Run 1, the metal 1 layer:
The bar under the picture is 20 um long. Cells faint in the background.
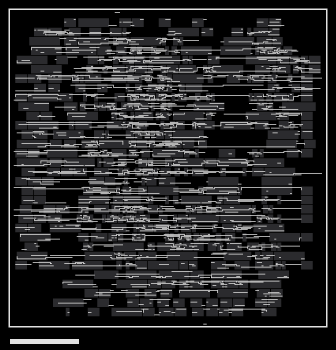
Run 1, the metal 2 layer:
Cells faint in the background.
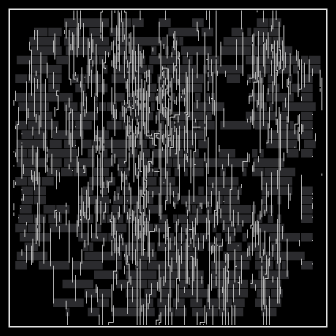
Run 1, M3 wires:
The bar under the picture is 20 um long. Cells faint in the background.
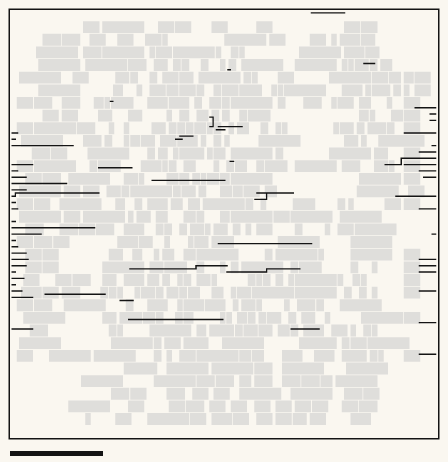
[src/rtl/branch_unit.sv]
// branch_unit: branch resolution stage between fetch and decode.
// Forwards non-branch instructions to decode one cycle after fetch presents
// them, resolves JMP/BZ/BN, and redirects fetch through branch_o/branchloc_o.
// Since fetch cannot stall, wrong-path and flag-pending cycles are handled by
// squashing whatever fetch presents and redirecting afterwards.
//
// Ports:
//   clk, rst_n             clock, asynchronous active-low reset
//   start_i                fetch start strobe (restarts this stage too)
//   pc_i, instr_i          fetched address and instruction (same cycle)
//   zero_i, neg_i          architectural flags from execute
//   flags_busy_i           flags not yet valid
//   branch_o, branchloc_o  redirect request and target to fetch
//   valid_o, instr_o,      instruction forwarded to decode and its address
//   instr_pc_o
//   busy_o                 waiting on flags for a held conditional branch
module branch_unit #(
  parameter int DATA_W = 16
) (
  input  logic              clk,
  input  logic              rst_n,
  input  logic              start_i,
  input  logic [DATA_W-1:0] pc_i,
  input  logic [DATA_W-1:0] instr_i,
  input  logic              zero_i,
  input  logic              neg_i,
  input  logic              flags_busy_i,
  output logic              branch_o,
  output logic [DATA_W-1:0] branchloc_o,
  output logic              valid_o,
  output logic [DATA_W-1:0] instr_o,
  output logic [DATA_W-1:0] instr_pc_o,
  output logic              busy_o
);

  localparam logic [3:0] JMP_OP = 4'hC;
  localparam logic [3:0] BZ_OP  = 4'hD;
  localparam logic [3:0] BN_OP  = 4'hE;

  typedef enum logic [1:0] {
    S_IDLE  = 2'd0,
    S_RUN   = 2'd1,
    S_WAIT  = 2'd2,
    S_REDIR = 2'd3
  } state_e;

  state_e            state_q, state_d;
  logic [DATA_W-1:0] loc_q, loc_d;     // redirect target (taken target while waiting)
  logic [DATA_W-1:0] fall_q, fall_d;   // fall-through address of a held branch
  logic              is_bn_q, is_bn_d; // held branch tests neg (else zero)
  logic              valid_q, valid_d;
  logic [DATA_W-1:0] instr_q, instr_d;
  logic [DATA_W-1:0] ipc_q, ipc_d;

  logic [3:0]        op;
  logic [DATA_W-1:0] offset;
  logic [DATA_W-1:0] target;
  logic              cond_now;
  logic              cond_held;

  assign op        = instr_i[15:12];
  assign offset    = {{(DATA_W-12){instr_i[11]}}, instr_i[11:0]};
  assign target    = pc_i + offset;  // wraps modulo 2^DATA_W
  assign cond_now  = (op == BN_OP) ? neg_i : zero_i;
  assign cond_held = is_bn_q ? neg_i : zero_i;

  always_comb begin
    state_d = state_q;
    loc_d   = loc_q;
    fall_d  = fall_q;
    is_bn_d = is_bn_q;
    valid_d = 1'b0;
    instr_d = instr_q;
    ipc_d   = ipc_q;

    if (start_i) begin
      // Restart discards the current input and any held branch.
      state_d = S_RUN;
    end else begin
      unique case (state_q)
        S_IDLE: state_d = S_IDLE;
        S_RUN: begin
          if (op == JMP_OP) begin
            loc_d   = target;
            state_d = S_REDIR;
          end else if (op == BZ_OP || op == BN_OP) begin
            if (flags_busy_i) begin
              loc_d   = target;
              fall_d  = pc_i + DATA_W'(1);
              is_bn_d = (op == BN_OP);
              state_d = S_WAIT;
            end else if (cond_now) begin
              loc_d   = target;
              state_d = S_REDIR;
            end
            // Not taken: the branch itself is dropped, fetch is already on
            // the fall-through path.
          end else begin
            valid_d = 1'b1;
            instr_d = instr_i;
            ipc_d   = pc_i;
          end
        end
        S_WAIT: begin
          // Fetch keeps running down fall-through; redirect either way so it
          // comes back to the right address.
          if (!flags_busy_i) begin
            if (!cond_held) loc_d = fall_q;
            state_d = S_REDIR;
          end
        end
        S_REDIR: state_d = S_RUN;
        default: state_d = S_IDLE;
      endcase
    end
  end

  always_ff @(posedge clk or negedge rst_n) begin
    if (!rst_n) begin
      state_q <= S_IDLE;
      loc_q   <= '0;
      fall_q  <= '0;
      is_bn_q <= 1'b0;
      valid_q <= 1'b0;
      instr_q <= '0;
      ipc_q   <= '0;
    end else begin
      state_q <= state_d;
      loc_q   <= loc_d;
      fall_q  <= fall_d;
      is_bn_q <= is_bn_d;
      valid_q <= valid_d;
      instr_q <= instr_d;
      ipc_q   <= ipc_d;
    end
  end

  // Decoded straight from the state flop so reset drops them asynchronously.
  assign branch_o    = (state_q == S_REDIR);
  assign busy_o      = (state_q == S_WAIT);
  assign branchloc_o = loc_q;
  assign valid_o     = valid_q;
  assign instr_o     = instr_q;
  assign instr_pc_o  = ipc_q;

endmodule

[config.mk]
export PLATFORM = sky130hd
export DESIGN_NAME = branch_unit
export DESIGN_NICKNAME = d
export VERILOG_FILES = /design/src/rtl/branch_unit.sv
export SDC_FILE = /design/constraint.sdc
export NUM_CORES = 1
export LEC_CHECK = 0
export CAP_MARGIN = 20
export CORE_MARGIN = 1
export CORE_UTILIZATION = 46
export CTS_CLUSTER_SIZE = 10
export DETAILED_ROUTE_END_ITERATION = 8
export GPL_TIMING_DRIVEN = 0
export PLACE_DENSITY = 0.75
export RECOVER_POWER = 25
export REMOVE_ABC_BUFFERS = 1
export SLEW_MARGIN = 25
export SYNTH_ARGS = -nofsm -noshare
export SYNTH_HDL_FRONTEND = slang
export SYNTH_SLANG_ARGS = --single-unit
[constraint.sdc]
create_clock -name clk -period 2.6 [get_ports clk]
set_input_delay 0.52 -clock clk [delete_from_list [all_inputs] [get_ports clk]]
set_output_delay 0.52 -clock clk [all_outputs]
set_load 0.05 [all_outputs]
==> impl_metrics.toml, run 1 <==
# physical design summary
[global_route]
grt_util_met2_pct = 33.08
track_usage_pct = 20.62
antenna_found_initial = 0
grt_pass1_wl_mm = 13.73
grt_max_degree = 41
grt_pass1_vias = 2903

[worst_setup_path]
crit_family = "AND-OR/OR-AND gates"
cp.depth = 7
cp_cell_sequence = "clkdlybuf4s50_1 > ha_2 > o21ai_0 > o311a_1 > and3_1 > o31a_1 > mux2_2"
slowest_stage = "clkdlybuf4s50_1"
cp.buffers_inverters = 1
critPathCaptureType = "flip-flop"
critical_path_required_ns = 2.83
max_stage_delay_ns = 0.56

[clock_network]
cts_setup_buffers = 0
clock-sinks = 68
cts_tree = "done"
root_buffer = "clkbuf_8"
clockBufferDepth = 2
cts_max_level = 3
postCtsHoldBufs = 0
post_cts_resized = 6

[logic_synthesis]
synth.cells.most_frequent = "68 x dfrtp_1, 43 x nand2_1, 32 x mux2_2, 30 x o21ai_0, 24 x a21oi_1"
ys_types = 44
ff_type = "dfrtp_1"
logic_family = "AND-OR/OR-AND gates"
yosysTopAreaCell = "dfrtp_1"
yosys_warnings = 0
ys_ff = 68
syn_area_per_cell_um2 = 10.14
synth_top_area_share_pct = 45.59
xor_share_pct = 5.163
synthAoiAreaFrac_pct = 14.35

[final_timing]
worst_slew_pin_slew_ns = 1.586
finalHoldViolCount = 0
slew_viol_final = 29
finClkSkew_ns = 0.007677
rsz0062_at_grt = "false"
layout_setup_ws_ns = 0.07505
setup_viol = 0
whs_ns = 0.4740

[final_layout]
layout_top_cell = "clkdlybuf4s50_1"
layout.nonclk_buf_share_pct = 19.44
comb_area_um2 = 1999
mostFrequentLayoutCells = "81 x clkdlybuf4s50_1, 68 x dfrtp_1, 42 x nand2_1"
flops = 68
logic_gate_count = 274
synthToLayoutAreaGrowth_pct = 34.33
area_dominant_class = "logic gates"
n_all_buffers = 96
final_area_um2 = 5014
fin_util_pct = 64.55
layout-drive-gt1-share_pct = 15.05
seq_area_um2 = 1702
finalNonFillerCells = 567
fillers = 660
nets = 519
final-clk-cell-share_pct = 3.369

[status]
violations = "max-capacitance violations, max-slew violations"
status = "finished with violations"

[pwr]
peakVddDrop_uv = 731.9
power.switching_mw = 2.748
swShare_pct = 46.68
p_per_area_nw_per_um2 = 1174
seqPwrFrac_pct = 30.5

[worst_hold_path]
worstHoldPathCells = 2

[floorplan]
initial_core_util_pct = 48.05
dieArea_um2 = 8478
core.rowCount = 32
core_um2 = 7767
fp.dieH_um = 92.08
ioPinCount = 89
tapCellCount = 102

[routing]
via_count = 3071
drt_iter0_markers = 145
drtPass1Iterations = 4
ant_nets = 0
vias_per_cell = 5.416
drc = 0

[run]
warnings = 28
maxCapViolCount = 1

[placed_design]
gp_congestion = 0.8568
port_buffers = 88
preCtsSetupSlack_ns = -0.6801
dpl-instance-area_um2 = 4732
dp.cells = 545
dp_hpwl_mm = 6.044
Back to the opening pictures, 'the metal 1 layer':
main direction: horizontal
share of all routed wire: 48%
longest straight run: 29.4 um
wire length on this layer: 4020 um
nets with wire on the layer: 464

Back to the opening pictures, 'the metal 2 layer':
nets with wire on the layer: 455
wire length on this layer: 3930 um
main direction: vertical
longest straight run: 57.1 um
share of all routed wire: 47%

Back to the opening pictures, 'M3 wires':
main direction: horizontal
wire length on this layer: 344 um

run 1: worst paths after layout:
| path | from | to | slack, ns |
|---|---|---|---|
| min in group asynchronous | rst_n | instr_o[5]$_DFFE_PN0P_ | 0.56 |
| max | instr_i[11] | branchloc_o[15]$_DFFE_PN0P_ | 0.08 |
| min | fall_q[15]$_DFFE_PN0P_ | fall_q[15]$_DFFE_PN0P_ | 0.47 |
| max in group asynchronous | rst_n | instr_o[10]$_DFFE_PN0P_ | 1.11 |
| max reg2reg | state_q[0]$_DFFE_PN0P_ | branchloc_o[15]$_DFFE_PN0P_ | 0.19 |
| min reg2reg | fall_q[15]$_DFFE_PN0P_ | fall_q[15]$_DFFE_PN0P_ | 0.47 |
Run 1, cell placement:
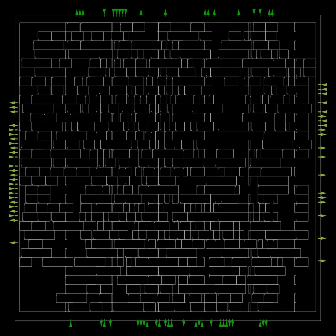

==> run 1 -> run 2 <==
--- a/config.mk
+++ b/config.mk
@@ -6,6 +6,7 @@
 export NUM_CORES = 1
 export LEC_CHECK = 0
 export CAP_MARGIN = 20
+export CORE_ASPECT_RATIO = 0.7
 export CORE_MARGIN = 1
 export CORE_UTILIZATION = 46
 export CTS_CLUSTER_SIZE = 10
==> constraint.sdc (replaced) <==
create_clock -name clk -period 3 [get_ports clk]
set_input_delay 0.6 -clock clk [delete_from_list [all_inputs] [get_ports clk]]
set_output_delay 0.6 -clock clk [all_outputs]
set_load 0.05 [all_outputs]
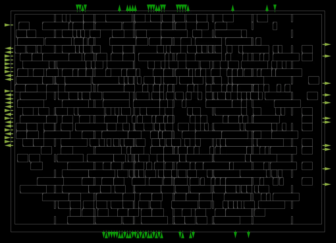
Run 2: cell placement
# rows: 27
total number of sequential cells: 68
Final Util: 64.57%

==> run 2 against run 1 <==
Compared with the run above: the run still ends with max-capacitance violations, max-slew violations left; worst setup slack improved by 0.040 ns; first-iteration DRC count grew 13%; sequential share of layout area decreased by 0.46 points; cell area is 1.4% higher; critical endpoint is now branchloc_o[7]$_DFFE_PN0P_; largest cell class unchanged; largest power group unchanged.
==> impl_metrics.toml, run 2 <==
# physical design summary
[clock_network]
root_buffer = "clkbuf_16"
clk_latency_ns = 0.32
cts_max_level = 3
post_cts_resized = 2
clockBufferDepth = 2
numCtsBuffers = 9
clock-sinks = 68
cts_tree = "done"
clk_pin_slew_ns = 0.06
cts_setup_buffers = 0
postCtsHoldBufs = 0

[worst_setup_path]
endpoint = "branchloc_o[7]$_DFFE_PN0P_"
cp-startpoint = "pc_i[4]"
crit_path_start_kind = "primary input"
max_stage_delay_ns = 0.49
slowest_stage = "o311ai_0"
cp.buffers_inverters = 1
worstReg2RegEnd = "branchloc_o[7]$_DFFE_PN0P_"
critPathKind = "in2reg"
reg2reg_depth = 7
r2r_slack_ns = 0.32
cp.arrival_ns = 3.15
crit_path_max_fanout = 5
cp_common_cell = "o21a_1"
critPathCaptureType = "flip-flop"
crit_family = "AND-OR/OR-AND gates"
critical_path_required_ns = 3.26
r2r_start = "state_q[0]$_DFFE_PN0P_"
cp_cell_sequence = "clkdlybuf4s50_1 > ha_1 > a21o_1 > a31oi_2 > a21oi_1 > o21a_1 > o21a_1 > o311ai_0 > o21a_1"
cp.depth = 9

[final_timing]
setup_viol = 0
finClkSkew_ns = 0.004044
min_period_ns = 2.885
worst_slew_pin_slew_ns = 1.524
finalCritPeriodShare_pct = 96.17
slew_viol_final = 30
rsz0062_at_grt = "false"
fmax_mhz = 346.6
layout_setup_ws_ns = 0.1150
finalHoldViolCount = 0
slew_headroom_pct = -1.601
fin_tns_setup_ns = 0
whs_ns = 0.4739

[logic_synthesis]
yosys_warnings = 0
synth_top_area_share_pct = 45.59
syn_area_um2 = 3732
ys_ff = 68
netlist_instances = 368
synth-async-reset-ratio_pct = 100.0
ys_area_um2 = 3732
ff_type = "dfrtp_1"
top_cells_by_area = "dfrtp_1 46%, mux2_2 9.7%, ha_1 6.7%, nand2_1 4.3%, o21ai_0 4.0%"
ys_types = 44
synth.cells.most_frequent = "68 x dfrtp_1, 43 x nand2_1, 32 x mux2_2, 30 x o21ai_0, 24 x a21oi_1"
ys_seq_share_pct = 45.59
yosysTopAreaCell = "dfrtp_1"
yosys_cells = 368
edf_count = 0
synth_top_cell_by_count = "dfrtp_1"
syn_area_per_cell_um2 = 10.14

[floorplan]
tapCellCount = 101
die_x_um = 109.7
fp.dieH_um = 77.37
core_um2 = 7871
ioPinCount = 89
initial_core_util_pct = 47.42
dieArea_um2 = 8484

[placed_design]
dp_hpwl_mm = 6.843
gp_congestion = 0.9049
port_buffers = 88
preCtsSetupSlack_ns = -0.3526

[pwr]
p_per_area_nw_per_um2 = 1120
peakVddDrop_uv = 665.2
p_total_mw = 5.691
p_leak_nw = 2.168

[global_route]
grt_pass1_vias = 3010
grt_pass1_wl_mm = 15.54
antenna_found_initial = 0
track_usage_pct = 23.83
overflow = 0
grt_max_degree = 41

[final_layout]
nets = 513
final-clk-cell-share_pct = 6.893
inv_count = 11
antenna_cells = 0
layout-drive-gt1-share_pct = 12.20
seq_share_pct = 33.48
n_clock_buffer = 10
area_dominant_class = "logic gates"
layout.nonclk_buf_share_pct = 17.90
n_all_buffers = 90
comb_share_pct = 38.43
mostFrequentLayoutCells = "86 x clkdlybuf4s50_1, 68 x dfrtp_1, 43 x nand2_1"
layout_top_cell = "clkdlybuf4s50_1"
comb_area_um2 = 1953
logic_gate_count = 274
synthToLayoutAreaGrowth_pct = 36.17
seq_area_um2 = 1702
fillers = 663

[routing]
wl_met1_mm = 4.600
via_count = 3048
drt_iter0_markers = 164
wire_per_inst_um = 16.41
wl_met2_mm = 4.075
routed-wl-met3_um = 443
ant_nets = 0
wl_mm = 9.190
vias_per_cell = 5.443
drtPass1Iterations = 4
dr.max_layer_used = "met4"
drc = 0

[status]
status = "finished with violations"
violations = "max-capacitance violations, max-slew violations"

[worst_hold_path]
min_path_type = "reg2reg"
min_delay_worst_endpoint = "fall_q[15]$_DFFE_PN0P_"
worstHoldStart = "fall_q[15]$_DFFE_PN0P_"
worstHoldPathCells = 2

[run]
maxCapViolCount = 1
warnings = 28
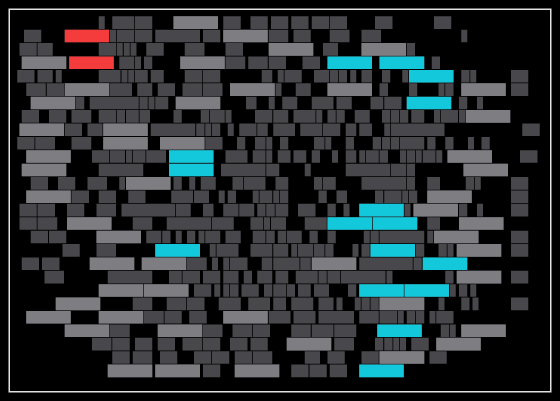
Run 2: where the registers sit
Other sequential cells in the stronger grey, the rest of the logic in the fainter grey.
legend:
  red:
    netlist_name: state_q
    flops: 2
  cyan:
    netlist_name: fall_q
    flops: 16

## run 2: power breakdown
part | internal, mW | switching (mW)
clock network | 0.834 | 0.397
registers | 1.34 | 0.225
logic | 1.05 | 1.84
## run 2: metrics by stage
step	instances	area, um2
finish	560	5082
global route	560	5082
CTS	560	5092
detailed placement	544	4731
global placement	542	4676
floorplan	353	3669
## run 2: logic make-up after synthesis
logic type | Yosys count | synth area share [%]
DFF | 68 | 45.59
muxes | 40 | 11.80
AOI/OAI and AO/OA | 87 | 14.35
adders and majority gates | 21 | 7.241
buffers and inverters | 26 | 2.816
and+or+nand+nor | 104 | 13.04
xor gates and xnor gates | 22 | 5.163
## run 2: per-layer routing
metal,track usage [%],vias to the layer above
li1,-,1492
met1,35.85,1473
met2,35.03,76
met3,5.462,7
met4,4.800,0
met5,0,-
Power is estimated from default activity; no workload was simulated.
